[config.mk]
export PLATFORM = sky130hd
export DESIGN_NAME = freq_div_multi
export DESIGN_NICKNAME = d
export VERILOG_FILES = /design/src/rtl/freq_div_multi.sv
export SDC_FILE = /design/constraint.sdc
export NUM_CORES = 1
export LEC_CHECK = 0
export ABC_AREA = 1
export CAP_MARGIN = 20
export CORE_MARGIN = 4
export CORE_UTILIZATION = 30
export CTS_BUF_LIST = sky130_fd_sc_hd__clkbuf_2 sky130_fd_sc_hd__clkbuf_4 sky130_fd_sc_hd__clkbuf_8
export DETAILED_ROUTE_END_ITERATION = 10
export SYNTH_ARGS = -nofsm -noshare
export SYNTH_HDL_FRONTEND = slang
export SYNTH_SLANG_ARGS = --single-unit
[constraint.sdc]
create_clock -name clk -period 6.15 [get_ports clk]
set_input_delay 1.23 -clock clk [delete_from_list [all_inputs] [get_ports clk]]
set_output_delay 1.23 -clock clk [all_outputs]
set_load 0.05 [all_outputs]
[src/rtl/freq_div_multi.sv]
`default_nettype none
// ============================================================================
// Module   : freq_div_multi
// Purpose  : Multi-channel programmable square-wave generator. Each channel
//            holds a run-time loadable half-period divisor and produces a 50%
//            duty square wave plus a one-cycle tick on every rising edge.
//            New divisors are applied only at a half-period boundary, so the
//            output never glitches on a retune.
// Ports    : clk     - system clock
//            rst     - synchronous active-high reset
//            wr_en   - divisor write strobe (single cycle)
//            wr_ch   - channel addressed by the write (>= NUM_CH is ignored)
//            wr_div  - new half-period in clk cycles (0 = idle)
//            en      - per-channel run enable (0 freezes cnt and out)
//            out     - registered square-wave outputs
//            tick    - one-cycle pulse with each 0->1 transition of out
//            pend    - a written divisor waits for the next boundary
// Options  : FREQ_DIV_IMMEDIATE_LOAD_EN - when defined, a write goes straight
//            into the active divisor and restarts the counter (out unchanged,
//            pend always 0); the current half-period may be cut short.
// Revision : 1.0 - initial release
// ============================================================================
module freq_div_multi #(
    parameter int NUM_CH  = 4,
    parameter int CH_W    = 2,
    parameter int DIV_W   = 25,
    parameter int RST_DIV = 0
) (
    input  logic              clk,
    input  logic              rst,
    input  logic              wr_en,
    input  logic [CH_W-1:0]   wr_ch,
    input  logic [DIV_W-1:0]  wr_div,
    input  logic [NUM_CH-1:0] en,
    output logic [NUM_CH-1:0] out,
    output logic [NUM_CH-1:0] tick,
    output logic [NUM_CH-1:0] pend
);

    localparam logic [DIV_W-1:0] C_RST_DIV = DIV_W'(RST_DIV);
    localparam logic [DIV_W-1:0] C_ONE     = DIV_W'(1);

    genvar gi;
    generate
        for (gi = 0; gi < NUM_CH; gi++) begin : g_ch
            logic [DIV_W-1:0] div_act_q, div_act_d;
            logic [DIV_W-1:0] cnt_q, cnt_d;
            logic             out_q, out_d;
            logic             tick_q, tick_d;
            logic             pend_q, pend_d;
            logic             wr_hit;
            logic             idle;
            logic             tc;

            // A channel index always fits below NUM_CH, so an address match
            // implicitly rejects writes to non-existent channels.
            assign wr_hit = wr_en && (wr_ch == CH_W'(gi));
            assign idle   = (div_act_q == '0);
            assign tc     = (cnt_q == div_act_q - C_ONE);

`ifdef FREQ_DIV_IMMEDIATE_LOAD_EN
            always_comb begin
                div_act_d = div_act_q;
                cnt_d     = cnt_q;
                out_d     = out_q;
                tick_d    = 1'b0;
                pend_d    = 1'b0;
                if (wr_hit) begin
                    // Retune now: restart the half-period, keep the level.
                    div_act_d = wr_div;
                    cnt_d     = '0;
                    out_d     = idle ? 1'b0 : out_q;
                end else if (idle) begin
                    cnt_d = '0;
                    out_d = 1'b0;
                end else if (en[gi]) begin
                    if (tc) begin
                        cnt_d  = '0;
                        out_d  = ~out_q;
                        tick_d = ~out_q;
                    end else begin
                        cnt_d = cnt_q + C_ONE;
                    end
                end
            end
`else
            logic [DIV_W-1:0] div_pend_q, div_pend_d;

            always_comb begin
                div_act_d  = div_act_q;
                div_pend_d = div_pend_q;
                cnt_d      = cnt_q;
                out_d      = out_q;
                tick_d     = 1'b0;
                pend_d     = pend_q;
                if (idle) begin
                    // An idle channel has no boundary to wait for, so a
                    // pending divisor is taken on the next cycle even when
                    // the channel is disabled.
                    cnt_d = '0;
                    out_d = 1'b0;
                    if (pend_q) begin
                        div_act_d = div_pend_q;
                        pend_d    = 1'b0;
                    end
                    if (wr_hit) begin
                        div_pend_d = wr_div;
                        pend_d     = 1'b1;
                    end
                end else if (en[gi] && tc) begin
                    cnt_d  = '0;
                    out_d  = ~out_q;
                    tick_d = ~out_q;
                    // A write landing on the boundary itself bypasses the
                    // pending register; otherwise the pending value applies.
                    if (wr_hit) begin
                        div_act_d = wr_div;
                        pend_d    = 1'b0;
                    end else if (pend_q) begin
                        div_act_d = div_pend_q;
                        pend_d    = 1'b0;
                    end
                end else begin
                    if (en[gi]) begin
                        cnt_d = cnt_q + C_ONE;
                    end
                    if (wr_hit) begin
                        div_pend_d = wr_div;
                        pend_d     = 1'b1;
                    end
                end
            end

            always_ff @(posedge clk) begin
                if (rst) begin
                    div_pend_q <= '0;
                end else begin
                    div_pend_q <= div_pend_d;
                end
            end
`endif

            always_ff @(posedge clk) begin
                if (rst) begin
                    div_act_q <= C_RST_DIV;
                    cnt_q     <= '0;
                    out_q     <= 1'b0;
                    tick_q    <= 1'b0;
                    pend_q    <= 1'b0;
                end else begin
                    div_act_q <= div_act_d;
                    cnt_q     <= cnt_d;
                    out_q     <= out_d;
                    tick_q    <= tick_d;
                    pend_q    <= pend_d;
                end
            end

            assign out[gi]  = out_q;
            assign tick[gi] = tick_q;
            assign pend[gi] = pend_q;
        end
    endgenerate

endmodule
`default_nettype wire
Run 1, sequential cells colored by netlist name:
The bar under the picture is 100 µm long. Other sequential cells in the stronger gray, the rest of the logic in the fainter gray.
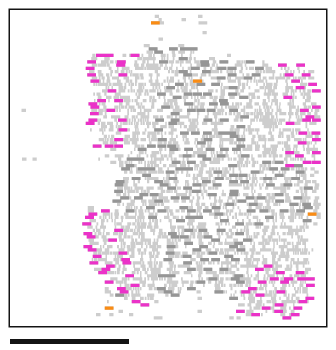
magenta -> g_ch.cnt_q  # sequential cells 100, where spread over the die
orange -> g_ch.tick_q  # sequential cells 4
not colored = 208
sequential cell area: 6250 µm²
sequential power: 2.67 mW
post-layout util: 0.335
Seq/total area: 0.284

Run 1, routing congestion:
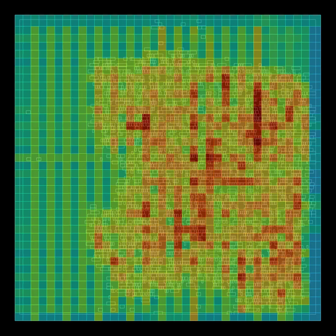
M1 GR Usage: 0.219
met2 GRT Util: 0.252
all-layer global routing usage: 0.158
GR Util met3: 0.0276
drt wl/cell: 14.0 µm

==> results.toml, run 1 <==
# yosys + openroad results
[run_status]
status = "finished clean"

[logic_synthesis]
netlist-cell-type-count = 45
ys_sh_aoi = 0.0826
flop_cell = "dfxtp_1"
fp_nets = 3239
avgSynthCellArea_um2 = 6.21
synth_area_um2 = 19800
synth_seq_share = 0.315
ys_sh_mux = 0.0262
top_logic_kind = "simple AND/OR/NAND/NOR gates"
synthTopCellsByCount = "nand2_1, nor2_1, dfxtp_1"
synthXorXnorAreaFrac = 0.0610
async_reset_ff_frac = 0
edf_count = 0
synthAdderAreaFrac = 0.00757
ys.flops = 312
yosysWarnings = 0
synth.top_cell.area_share = 0.315
synth_cells = 3193

[final_layout]
buffers = 64
fin_area_um2 = 22000
clkbuf_count = 88
clock_area_frac = 0.0510
inverters = 318
drive_gt1_frac = 0.0649
bufAreaShareNonClock = 0.0281
fill_cells = 7170
flop-count = 312
lay_top_cells = "nand2_1, nor2_1, dfxtp_1"
area_delta_synth_final_pct = 10.8
num-nets-final = 3216
area_dominant_class = "combinational gates"

[clock_tree]
cts_htree_levels = 2
numCtsBuffers = 55
post_cts_resized = 0
cts.sinks = 312
path_clk_slew_ps = 60
cts_root_buf = "clkbuf_8"
clock_latency_ps = 670
post-cts-setup-buffers = 0
clockBufferDepth = 3
ctsHoldBuffers = 0

[worst_setup_path]
arrival_ps = 4210
crit_path_start_kind = "input pin"
cp-end-kind = "register"
critPathMaxStageDelay_ps = 790
r2r_cells = 15
worstPathRequired_ps = 6700
cpMostUsedCell = "nor2_1"
rrSetupSlack_ps = 2840
crit_path_start = "en[0]"
rr_endpoint = "g_ch[0].div_pend_q[20]$_SDFFE_PP0P_"
endpoint = "g_ch[0].div_pend_q[20]$_SDFFE_PP0P_"

[place]
portBuffers = 45
place_inst = 3975
place_congestion = 0.834

[timing]
fin_skew_ps = 24.9
fin_crit_sh = 0.596
min_period_ps = 3660
drv_slew = 0
worst_pin_slew_ps = 1080
setup_violations = 0
finalSetupTns_ps = 0
fin_hold_ws_ps = 475
max_freq_mhz = 273
finalHoldViolations = 0
worst_slack_ps = 2490
rsz0062_at_grt = "no"

[worst_hold_path]
holdCritStartpoint = "g_ch[3].cnt_q[24]$_SDFFE_PP0P_"
hp-class = "register to register"
holdPathEnd = "g_ch[3].cnt_q[24]$_SDFFE_PP0P_"
whs_path_depth = 2

[power_and_ir_drop]
clockPowerShare = 0.199
p_seq_frac = 0.265
intPower_mw = 5.26
finalPower_mw = 10.1
sw_frac_of_total = 0.479
power_density_nw_per_um2 = 459
peakVddDrop_v = 0.000181

[floorplan]
fp_util = 0.302
io_pins = 46
die_x_um = 265
chip_area_um2 = 70300
die_y_um = 265
nWellTaps = 864
num_rows = 94

[routing]
wl_met2_mm = 25.2
drt-met1-wl_mm = 27.5
drc = 0
routed.top_layer = "met4"
antenna_left = 0
dr_wl_met3_mm = 2.85
dr.pass1.iters = 6

[job]
maxCapViolCount = 0
warnings = 30

[global_route]
grt-busiest-layer = "met2"
grt_start_max_net_pins = 56
grt_pass1_vias = 17200
overflow = 0
grt_pass1_wl_mm = 92.6
Run 1, signal wires by layer:
Two of the layers only.
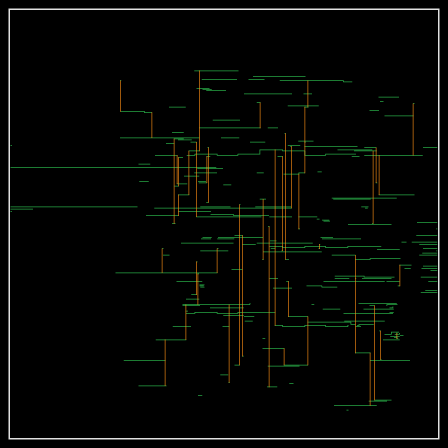
green -> met3  # wire length 2850 µm
orange -> met4  # wire length 1550 µm
Routed Wire Length: 57.1 mm
DR vias: 19000

Run 1, selected gate families:
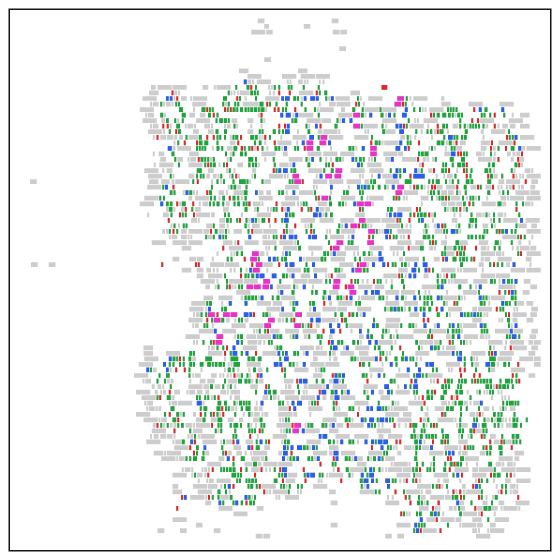
magenta -> multiplexers  # cells 52, most used mux2i_1, where middle
red -> inverters  # cells 318, most used inv_1
green -> NAND gates  # cells 1210, most used nand2_1
blue -> inverting AOI/OAI gates  # cells 294, most used a21oi_1
dominant logic cell type in the layout: nand2_1
multi-input logic portion of the cell area: 0.533
Finished Layout Cells: 4073

run 1: sequential cells by signal, indices dropped and copies added, names as in the netlist:
signal and cells:
g_ch.cnt_q 100, g_ch.div_act_q 100, g_ch.div_pend_q 100, g_ch.out_q 4, g_ch.pend_q 4, g_ch.tick_q 4
run 1: power groups by stage:
stage	registers (mW)	logic (mW)	clock network, mW
final	2.67	5.41	2.01
after global routing	2.71	6.30	2.16
after CTS	2.66	5.43	2.08
after detailed placement	2.71	5.40	0
after global placement	2.71	5.36	0
after floorplan	2.56	4.55	0
run 1: critical path, delay by kind of cell:
| kind | cells | cell delay [ps] |
|---|---|---|
| AND-OR/OR-AND | 1 | 430 |
| buffers and inverters | 1 | 740 |
| AND/OR/NAND/NOR | 12 | 1780 |
Run 1, M4 wires:
The bar under the picture is 100 µm long.
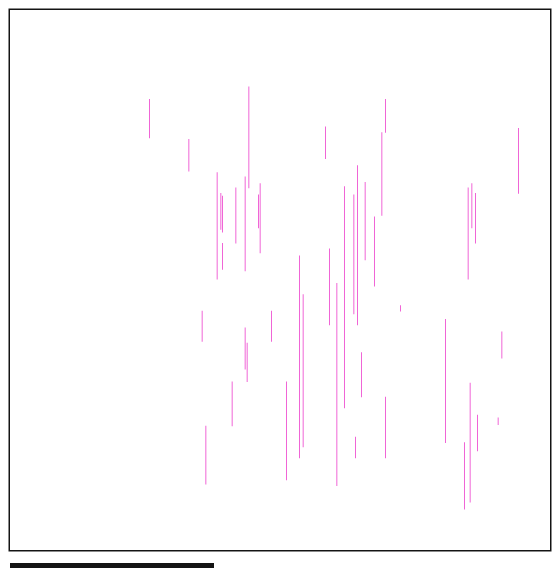

## Run 2: what changed since run 1
Clock period 6.15 ns to 3.1 ns, I/O delays scaled along.
Run 2, M4 wires:
The bar under the picture is 100 µm long.
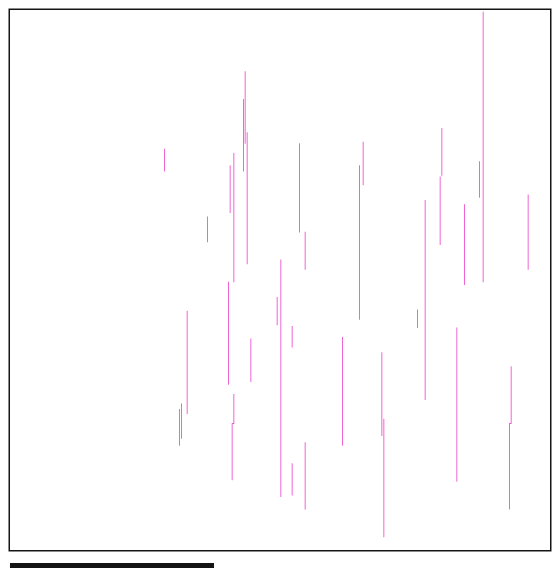
share of all routed wire = 2.6%
nets with wire on the layer = 17
DR vias: 19200
Routed Wire Length: 57.9 mm

==> results.toml, run 2 <==
# yosys + openroad results
[worst_setup_path]
crit_path_start = "g_ch[3].pend_q$_SDFFE_PP0P_"
critPathMaxStageDelay_ps = 900
worstPathRequired_ps = 2480
endpoint = "pend[3]"
crit_buf_inv = 1
arrival_ps = 2210
crit_family = "buffers and inverters"
cp-end-kind = "output pin"
rr_endpoint = "g_ch[0].div_act_q[3]$_SDFFE_PP0P_"
rrSetupSlack_ps = 420
crit_path_start_kind = "register"

[logic_synthesis]
avgSynthCellArea_um2 = 6.21
ys_sh_mux = 0.0262
synth.top_cell.area_share = 0.315
yosysWarnings = 0
ys_sh_aoi = 0.0826
fp_nets = 3239
flop_cell = "dfxtp_1"
ys.flops = 312
synth_cells = 3193
synthTopCellsByCount = "nand2_1, nor2_1, dfxtp_1"

[power_and_ir_drop]
intPower_mw = 11.0
p_seq_frac = 0.255
power_density_nw_per_um2 = 927
sw_frac_of_total = 0.472
p_seq_mw = 5.31
pg_comb_mw = 11.1

[global_route]
grt-busiest-layer = "met2"
grt_start_max_net_pins = 54
grt_pass1_vias = 17500
gr-usage-all-layers = 0.161
gr-usage-met2 = 0.261
overflow = 0
met3_usage = 0.0194

[final_layout]
area_delta_synth_final_pct = 13.3
fill_cells = 7229
lay_top_cells = "nand2_1, nor2_1, dfxtp_1"
clkbuf_count = 91
clock_area_frac = 0.0567
bufAreaShareNonClock = 0.0429
reg_top3 = "g_ch.cnt_q: 100 flops, g_ch.div_act_q: 100 flops, g_ch.div_pend_q: 100 flops"
num-nets-final = 3252
drive_gt1_frac = 0.0776
inverters = 318

[timing]
setup_violations = 0
min_period_ps = 2830
rsz0062_at_grt = "no"
fin_skew_ps = 55.8
drv_slew = 0

[worst_hold_path]
holdPathEnd = "g_ch[0].div_pend_q[15]$_SDFFE_PP0P_"
whs_path_depth = 2

[routing]
wl_per_cell_um = 14.1
routed.top_layer = "met4"
drc = 0
wl_met2_mm = 25.9
dr_wl_met3_mm = 2.08

[clock_tree]
clockBufferDepth = 3
clock_latency_ps = 670
cts_root_buf = "clkbuf_8"

[run_status]
status = "finished clean"

[place]
portBuffers = 45

[floorplan]
chip_area_um2 = 70300
die_x_um = 265
num_rows = 94

[job]
warnings = 30
Run 2, selected gate families:
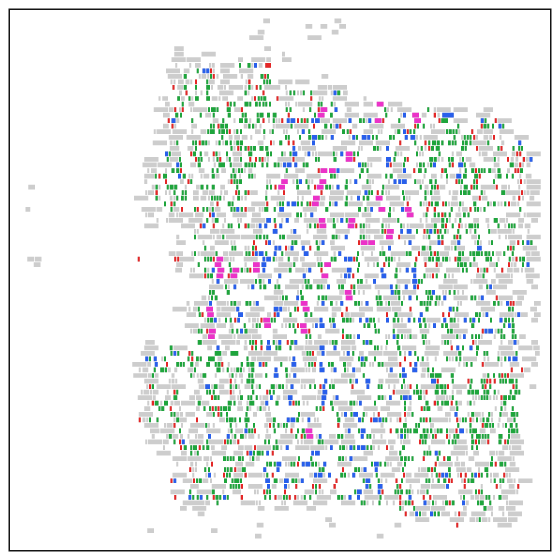
magenta -> multiplexers  # cells 52, most used mux2i_1
blue -> inverting AOI/OAI gates  # cells 294, most used a21oi_1
green -> NAND gates  # cells 1210, most used nand2_1
red -> inverters  # cells 318, most used inv_1
Finished Layout Cells: 4114
multi-input logic portion of the cell area: 0.521

run 2: per-stage QoR:
step	power [mW]	utilization	setup slack [ps]	hold slack (ps)	instance area (µm²)
final	20.8	0.342	272	480	22500
after floorplan	14.1	-	913	451	19800
after global placement	16.3	0.323	264	459	21200
after detailed placement	16.4	0.323	270	468	21200
after CTS	20.9	0.342	196	482	22500
after global routing	22.9	0.342	32.4	499	22500
run 2: logic make-up (layout without fill, tap and decap cells):
kind of cell / count (synthesis) / in the layout
AND-OR/OR-AND: 295 / 295
AND/OR/NAND/NOR: 1925 / 1925
XOR/XNOR: 135 / 135
multiplexers: 52 / 52
adder cells (fa/ha/maj): 12 / 12
flip-flops: 312 / 312
other: 0 / 1
buffers and inverters: 462 / 518
Power and IR drop assume default switching activity.
